[src/rtl/vga_timing_monitor.sv]
// Receive-side VGA decoder: checks sync timing, locks after clean frames, recovers x/y and entity codes.
// Optional VGA_MON_MEASURE_EN adds o_meas_h_total / o_meas_v_total (measured line and frame periods).

`ifndef ENTITY_NOTHING
`define ENTITY_NOTHING 2'd0
`endif
`ifndef ENTITY_SNAKE
`define ENTITY_SNAKE 2'd1
`endif
`ifndef ENTITY_WALL
`define ENTITY_WALL 2'd2
`endif
`ifndef ENTITY_APPLE
`define ENTITY_APPLE 2'd3
`endif

module vga_timing_monitor #(
  parameter int unsigned H_VISIBLE   = 640,
  parameter int unsigned H_FRONT     = 16,
  parameter int unsigned H_SYNC      = 96,
  parameter int unsigned H_BACK      = 48,
  parameter int unsigned V_VISIBLE   = 480,
  parameter int unsigned V_FRONT     = 10,
  parameter int unsigned V_SYNC      = 2,
  parameter int unsigned V_BACK      = 33,
  parameter int unsigned LOCK_FRAMES = 2
) (
  input  logic       i_clock,
  input  logic       i_reset,
  input  logic       i_vga_hs,
  input  logic       i_vga_vs,
  input  logic [3:0] i_vga_r,
  input  logic [3:0] i_vga_g,
  input  logic [3:0] i_vga_b,
  output logic       o_locked,
  output logic       o_pixel_valid,
  output logic [9:0] o_x,
  output logic [9:0] o_y,
  output logic [1:0] o_entity,
  output logic       o_entity_valid,
  output logic       o_color_err,
  output logic       o_h_err,
  output logic       o_v_err,
  output logic       o_frame_start,
  output logic [7:0] o_err_count
`ifdef VGA_MON_MEASURE_EN
  ,
  output logic [9:0] o_meas_h_total,
  output logic [9:0] o_meas_v_total
`endif
);

  localparam int unsigned CW      = 10;
  localparam int unsigned GW      = 4;
  localparam int unsigned EW      = 8;
  localparam int unsigned H_TOTAL = H_VISIBLE + H_FRONT + H_SYNC + H_BACK;
  localparam int unsigned V_TOTAL = V_VISIBLE + V_FRONT + V_SYNC + V_BACK;
  localparam int unsigned H_LIMIT = 2 * H_TOTAL;
  // h_pos must be able to reach the 2*H_TOTAL watchdog value
  localparam int unsigned HW      = ($clog2(H_LIMIT + 1) > CW) ? $clog2(H_LIMIT + 1) : CW;
  localparam int unsigned H_START = H_SYNC + H_BACK;
  localparam int unsigned H_END   = H_START + H_VISIBLE - 1;
  localparam int unsigned V_START = V_SYNC + V_BACK;
  localparam int unsigned V_END   = V_START + V_VISIBLE - 1;

  typedef enum logic [1:0] {
    SEARCH = 2'd0,
    CHECK  = 2'd1,
    LOCKED = 2'd2
  } state_t;

  state_t        state, state_next;
  logic [GW-1:0] good_cnt, good_next;

  logic          hs_q, vs_line_q;
  logic          h_armed, v_armed;
  logic [HW-1:0] h_pos, h_pos_next, h_low;
  logic [CW-1:0] v_pos, v_pos_next, v_low;

  logic          hs_fall_c, hs_rise_c, vs_fall_c, vs_rise_c;
  logic          h_timeout_c, h_err_c, v_err_c, any_err_c;
  logic          visible_c, mapped_c, black_c;
  logic [1:0]    entity_c;
  logic [11:0]   rgb_c;

  // Sync edge detection and timing checks (suppressed while searching)
  always_comb begin
    hs_fall_c   = hs_q & ~i_vga_hs;
    hs_rise_c   = ~hs_q & i_vga_hs;
    vs_fall_c   = hs_fall_c & vs_line_q & ~i_vga_vs;
    vs_rise_c   = hs_fall_c & ~vs_line_q & i_vga_vs;
    h_timeout_c = ~hs_fall_c & (h_pos == HW'(H_LIMIT - 1));
    h_err_c     = 1'b0;
    v_err_c     = 1'b0;
    if (state != SEARCH) begin
      h_err_c = (hs_fall_c & h_armed & ((h_pos + HW'(1)) != HW'(H_TOTAL)))
              | (hs_rise_c & (h_low != HW'(H_SYNC)))
              | h_timeout_c;
      v_err_c = (vs_fall_c & v_armed & ((v_pos + CW'(1)) != CW'(V_TOTAL)))
              | (vs_rise_c & v_armed & (v_low != CW'(V_SYNC)));
    end
    any_err_c = h_err_c | v_err_c;
  end

  // Position of the pixel being sampled this cycle
  always_comb begin
    if (hs_fall_c) begin
      h_pos_next = '0;
    end else if (h_pos == HW'(H_LIMIT)) begin
      h_pos_next = h_pos;
    end else begin
      h_pos_next = h_pos + HW'(1);
    end
    v_pos_next = v_pos;
    if (vs_fall_c) begin
      v_pos_next = '0;
    end else if (hs_fall_c && (v_pos != '1)) begin
      v_pos_next = v_pos + CW'(1);
    end
    visible_c = (h_pos_next >= HW'(H_START)) && (h_pos_next <= HW'(H_END)) &&
                (v_pos_next >= CW'(V_START)) && (v_pos_next <= CW'(V_END));
  end

  // Colour to entity decode
  always_comb begin
    rgb_c    = {i_vga_r, i_vga_g, i_vga_b};
    entity_c = `ENTITY_NOTHING;
    mapped_c = 1'b1;
    black_c  = 1'b0;
    unique case (rgb_c)
      12'hFFF: entity_c = `ENTITY_NOTHING;
      12'h0F0: entity_c = `ENTITY_SNAKE;
      12'h00F: entity_c = `ENTITY_WALL;
      12'hF00: entity_c = `ENTITY_APPLE;
      12'h000: begin
        mapped_c = 1'b0;
        black_c  = 1'b1;
      end
      default: mapped_c = 1'b0;
    endcase
  end

  // Lock FSM: next state
  always_comb begin
    state_next = state;
    good_next  = good_cnt;
    unique case (state)
      SEARCH: begin
        if (vs_fall_c) begin
          state_next = CHECK;
          good_next  = '0;
        end
      end
      CHECK: begin
        if (any_err_c) begin
          state_next = SEARCH;
          good_next  = '0;
        end else if (vs_fall_c) begin
          good_next = good_cnt + GW'(1);
          if ((good_cnt + GW'(1)) >= GW'(LOCK_FRAMES)) begin
            state_next = LOCKED;
          end
        end
      end
      LOCKED: begin
        if (any_err_c) begin
          state_next = SEARCH;
          good_next  = '0;
        end
      end
      default: begin
        state_next = SEARCH;
        good_next  = '0;
      end
    endcase
    if (h_timeout_c) begin
      state_next = SEARCH;
      good_next  = '0;
    end
  end

  always_ff @(posedge i_clock or posedge i_reset) begin
    if (i_reset) begin
      state    <= SEARCH;
      good_cnt <= '0;
    end else begin
      state    <= state_next;
      good_cnt <= good_next;
    end
  end

  // Sync trackers: positions, sync-low widths, first-edge arming
  always_ff @(posedge i_clock or posedge i_reset) begin
    if (i_reset) begin
      hs_q      <= 1'b1;
      vs_line_q <= 1'b1;
      h_armed   <= 1'b0;
      v_armed   <= 1'b0;
      h_pos     <= '0;
      v_pos     <= '0;
      h_low     <= '0;
      v_low     <= '0;
    end else begin
      hs_q  <= i_vga_hs;
      h_pos <= h_pos_next;
      v_pos <= v_pos_next;
      if (hs_fall_c) begin
        vs_line_q <= i_vga_vs;
      end
      if (hs_fall_c) begin
        h_armed <= 1'b1;
      end else if (h_timeout_c) begin
        h_armed <= 1'b0;
      end
      if (vs_fall_c) begin
        v_armed <= 1'b1;
      end
      if (hs_fall_c) begin
        h_low <= HW'(1);
      end else if (!i_vga_hs && (h_low != '1)) begin
        h_low <= h_low + HW'(1);
      end
      if (vs_fall_c) begin
        v_low <= CW'(1);
      end else if (hs_fall_c && !i_vga_vs && (v_low != '1)) begin
        v_low <= v_low + CW'(1);
      end
    end
  end

  always_ff @(posedge i_clock or posedge i_reset) begin
    if (i_reset) begin
      o_locked       <= 1'b0;
      o_pixel_valid  <= 1'b0;
      o_x            <= '0;
      o_y            <= '0;
      o_entity       <= '0;
      o_entity_valid <= 1'b0;
      o_color_err    <= 1'b0;
      o_h_err        <= 1'b0;
      o_v_err        <= 1'b0;
      o_frame_start  <= 1'b0;
      o_err_count    <= '0;
    end else begin
      o_locked       <= (state_next == LOCKED);
      o_pixel_valid  <= visible_c;
      o_x            <= visible_c ? CW'(h_pos_next - HW'(H_START)) : '0;
      o_y            <= visible_c ? CW'(v_pos_next - CW'(V_START)) : '0;
      o_entity_valid <= visible_c & mapped_c;
      o_entity       <= (visible_c & mapped_c) ? entity_c : `ENTITY_NOTHING;
      o_color_err    <= visible_c & ~mapped_c & ~black_c & (state == LOCKED);
      o_h_err        <= h_err_c;
      o_v_err        <= v_err_c;
      o_frame_start  <= vs_fall_c;
      if (any_err_c && (o_err_count != '1)) begin
        o_err_count <= o_err_count + EW'(1);
      end
    end
  end

`ifdef VGA_MON_MEASURE_EN
  // Raw measured periods, including out-of-spec values
  always_ff @(posedge i_clock or posedge i_reset) begin
    if (i_reset) begin
      o_meas_h_total <= '0;
      o_meas_v_total <= '0;
    end else begin
      if (hs_fall_c) begin
        o_meas_h_total <= CW'(h_pos + HW'(1));
      end
      if (vs_fall_c) begin
        o_meas_v_total <= v_pos + CW'(1);
      end
    end
  end
`endif

endmodule

[config.mk]
export PLATFORM = sky130hd
export DESIGN_NAME = vga_timing_monitor
export DESIGN_NICKNAME = d
export VERILOG_FILES = /design/src/rtl/vga_timing_monitor.sv
export SDC_FILE = /design/constraint.sdc
export NUM_CORES = 1
export LEC_CHECK = 0
export CORE_MARGIN = 2
export CORE_UTILIZATION = 55
export CTS_CLUSTER_SIZE = 12
export DETAILED_ROUTE_END_ITERATION = 10
export PLACE_DENSITY_LB_ADDON = 0.05
export SLEW_MARGIN = 40
export SYNTH_ARGS = -nofsm -noshare
export SYNTH_HDL_FRONTEND = slang
export SYNTH_SLANG_ARGS = --single-unit
[constraint.sdc]
create_clock -name i_clock -period 3.5 [get_ports i_clock]
set_input_delay 0.525 -clock i_clock [delete_from_list [all_inputs] [get_ports i_clock]]
set_output_delay 0.525 -clock i_clock [all_outputs]
set_load 0.1 [all_outputs]
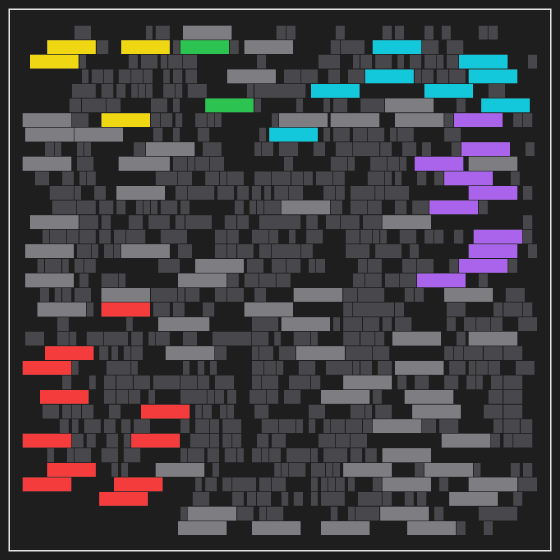
**Above:** where the registers sit.
legend:
  cyan:
    signal: o_err_count
    sequential_cells: 8
    where: top right
  purple:
    signal: o_y
    sequential_cells: 10
  green:
    signal: state
    sequential_cells: 2
  red:
    signal: h_low
    sequential_cells: 11
    where: bottom left
  yellow:
    signal: good_cnt
    sequential_cells: 4
    where: top left
sequential power: 1330 uW
share of the core filled with cells in the final layout: 63.7%
area taken by flip-flops and latches: 2230 um^2

==> run notes <==
### Placement
- **pre-CTS worst setup slack** 0.228 ns
- **post-detail-place hpwl** 8170 um
- **GPL Wtd Cong** 0.999
- **number of port buffers** 52
- **post-placement cell area** 5640 um^2
- **number of cells in the design after placement** 697

### Finish
- **number of diodes added for antenna fixing** 0
- **fraction of area in non-clock buffers** 8.76%
- **tally of clock buffers in the finished layout** 11
- **FILL cells** 770
- **Top cells excl fill/tap** 87 x sky130_fd_sc_hd__dfrtp_1, 49 x sky130_fd_sc_hd__nor2_1, 39 x sky130_fd_sc_hd__nand2_1
- **ratio of cells with drive above 1 in the final layout** 16.1%
- **area added between synthesis and finish** 13.2%
- **Signal buffers** 72
- **non-clock inverter instance count of the final layout** 27
- **post-route cell area** 5830 um^2
- **total number of sequential cells** 89
- **largest class** logic gates
- **biggest regs** h_low (11), h_pos (11)

### Yosys
- **synthesized instance count** 543
- **tally of yosys warning messages** 0
- **cells in synth_stat.txt** 543
- **Syn Std Cell Area** 5150 um^2
- **Synth async-reset ratio** 100%
- **count of state elements after synthesis** 89
- **top cells, area** sky130_fd_sc_hd__dfrtp_1 42%, sky130_fd_sc_hd__xnor2_1 5.8%, sky130_fd_sc_hd__ha_1 3.9%
- **synthesized net count** 575
- **syn_area_per_cell** 9.49 um^2
- **number of distinct library cells after synthesis** 74
- **count of library flops with an enable pin** 0
- **share of synthesized area occupied by flip-flops and latches** 43.3%
- **library cell occupying the most area in the post-synthesis netlist** sky130_fd_sc_hd__dfrtp_1
- **most used flip-flop cell after synthesis** sky130_fd_sc_hd__dfrtp_1

### Worst setup path
- **largest stage delay on the critical path** 0.48 ns
- **startpoint of the most critical setup path** v_pos[1]
- **Critical Path, Cell by Cell** ha_1 -> and4_1 -> a31oi_4 -> mux2i_1 -> nor2_1 -> ha_1 -> o21ai_1 -> or3b_1 -> o31ai_4 -> buf_4 -> nor3_1
- **worst setup path end** o_y[4]
- **cell depth of the worst flop-to-flop path** 11
- **buffering stage count on the worst path with inverters included** 1
- **critical path's top delay family** simple AND/OR/NAND/NOR gates
- **number of stages on the worst setup path** 11
- **category of the most critical setup path** flop to flop
- **required time at the worst-slack endpoint** 3.72 ns
- **startpoint type of the worst setup path** flop
- **endpoint kind of the worst setup timing path** flop

### Clock network
- **root buffer selected by CTS** sky130_fd_sc_hd__clkbuf_8
- **post-cts gate resize count** 0
- **Clock Path Buffers** 2
- **Sinks on Clock Net** 89
- **post-cts hold buffer count** 0

### Floorplan
- **number of rows in the core area** 35
- **number of ports placed on the die boundary** 53
- **Die Outline Area** 10,200 um^2
- **initial standard-cell utilization of the core** 56.3%
- **number of well-tap cells placed** 111
- **die extent in x** 101 um

### STA
- **min cycle time layout** 3.14 ns
- **actual slew at the worst max-slew pin** 0.823 ns
- **Clock Skews** 0.0194 ns
- **part of the cycle the worst path needs** 89.6%
- **worst slew margin relative to its limit** 44.5%
- **hold slack** 0.499 ns
- **min setup slack post-route** 0.365 ns
- **count of final setup violators** 0
- **unrepaired setup endpoints after global routing** false
- **setup tns final** 0 ns
- **Fin. Hold Viols** 0

### Power and ir drop
- **sequential share of power** 43.2%
- **Logic pwr share** 34.9%
- **NetSw** 1220 uW
- **total power density per cell area** 526 nW/um^2
- **static leakage** 0.00253 uW
- **Switching Share** 39.7%

### Hold path
- **Worst Hold Endpoint** o_err_count[7]
- **worst hold path depth** 1
- **hold_sp** o_err_count[7]

### Route
- **number of violations reported at the end of detailed-routing iteration 0** 371
- **overall routed net length** 11,300 um
- **DR vias/cell** 5.99
- **drt wl/cell** 15.9 um
- **total via count in the routed design** 4,274

### Outcome
- **run status** complete, no violations

### Flow run
- **number of violations of the max-capacitance limit** 0
- **total tool warning count** 34

### Global route
- **wire length of the first global-routing pass** 19,200 um
- **number of antenna violations at the first check in global routing** 0

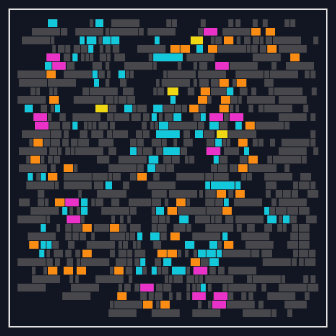
**Above:** logic cells by family.
legend:
  magenta:
    family: adder and majority cells
    cells: 16
  cyan:
    family: inverting AOI/OAI gates
    cells: 71
  yellow:
    family: multiplexers
    cells: 4
  orange:
    family: XOR/XNOR gates
    cells: 48
    where: widely spread
final non-filler cell total: 713
most frequent logic cell in the layout: sky130_fd_sc_hd__dfrtp_1
proportion of cell area occupied by multi-input gates: 45.6%

## power groups by stage
stage | clock network (uW) | registers, uW | logic [uW]
after global placement | 0 | 1340 | 1060
after CTS | 688 | 1320 | 1070
after detailed placement | 0 | 1340 | 1070
after floorplan | 0 | 1430 | 713
after global routing | 728 | 1350 | 1180
final | 671 | 1330 | 1070
## kinds of logic (layout without fill, tap and decap cells)
family	after synthesis	after routing	synth area share, %
simple gates	246	246	26.3
flops	89	89	43.3
compound gates	84	84	12.2
buf+inv	56	115	5.29
xor+xnor	48	48	8.16
fa+ha+maj	16	16	3.89
mux	4	4	0.826
## per-layer routing
metal | routed length, um | track usage, % | up-vias
met3 | 682 | 4.65 | 11
met4 | 82 | 5.48 | 0
met2 | 5220 | 37.5 | 151
met5 | 0 | 0 | -
met1 | 5350 | 33.3 | 2041
li1 | - | - | 2071
Power and IR drop assume default switching activity.
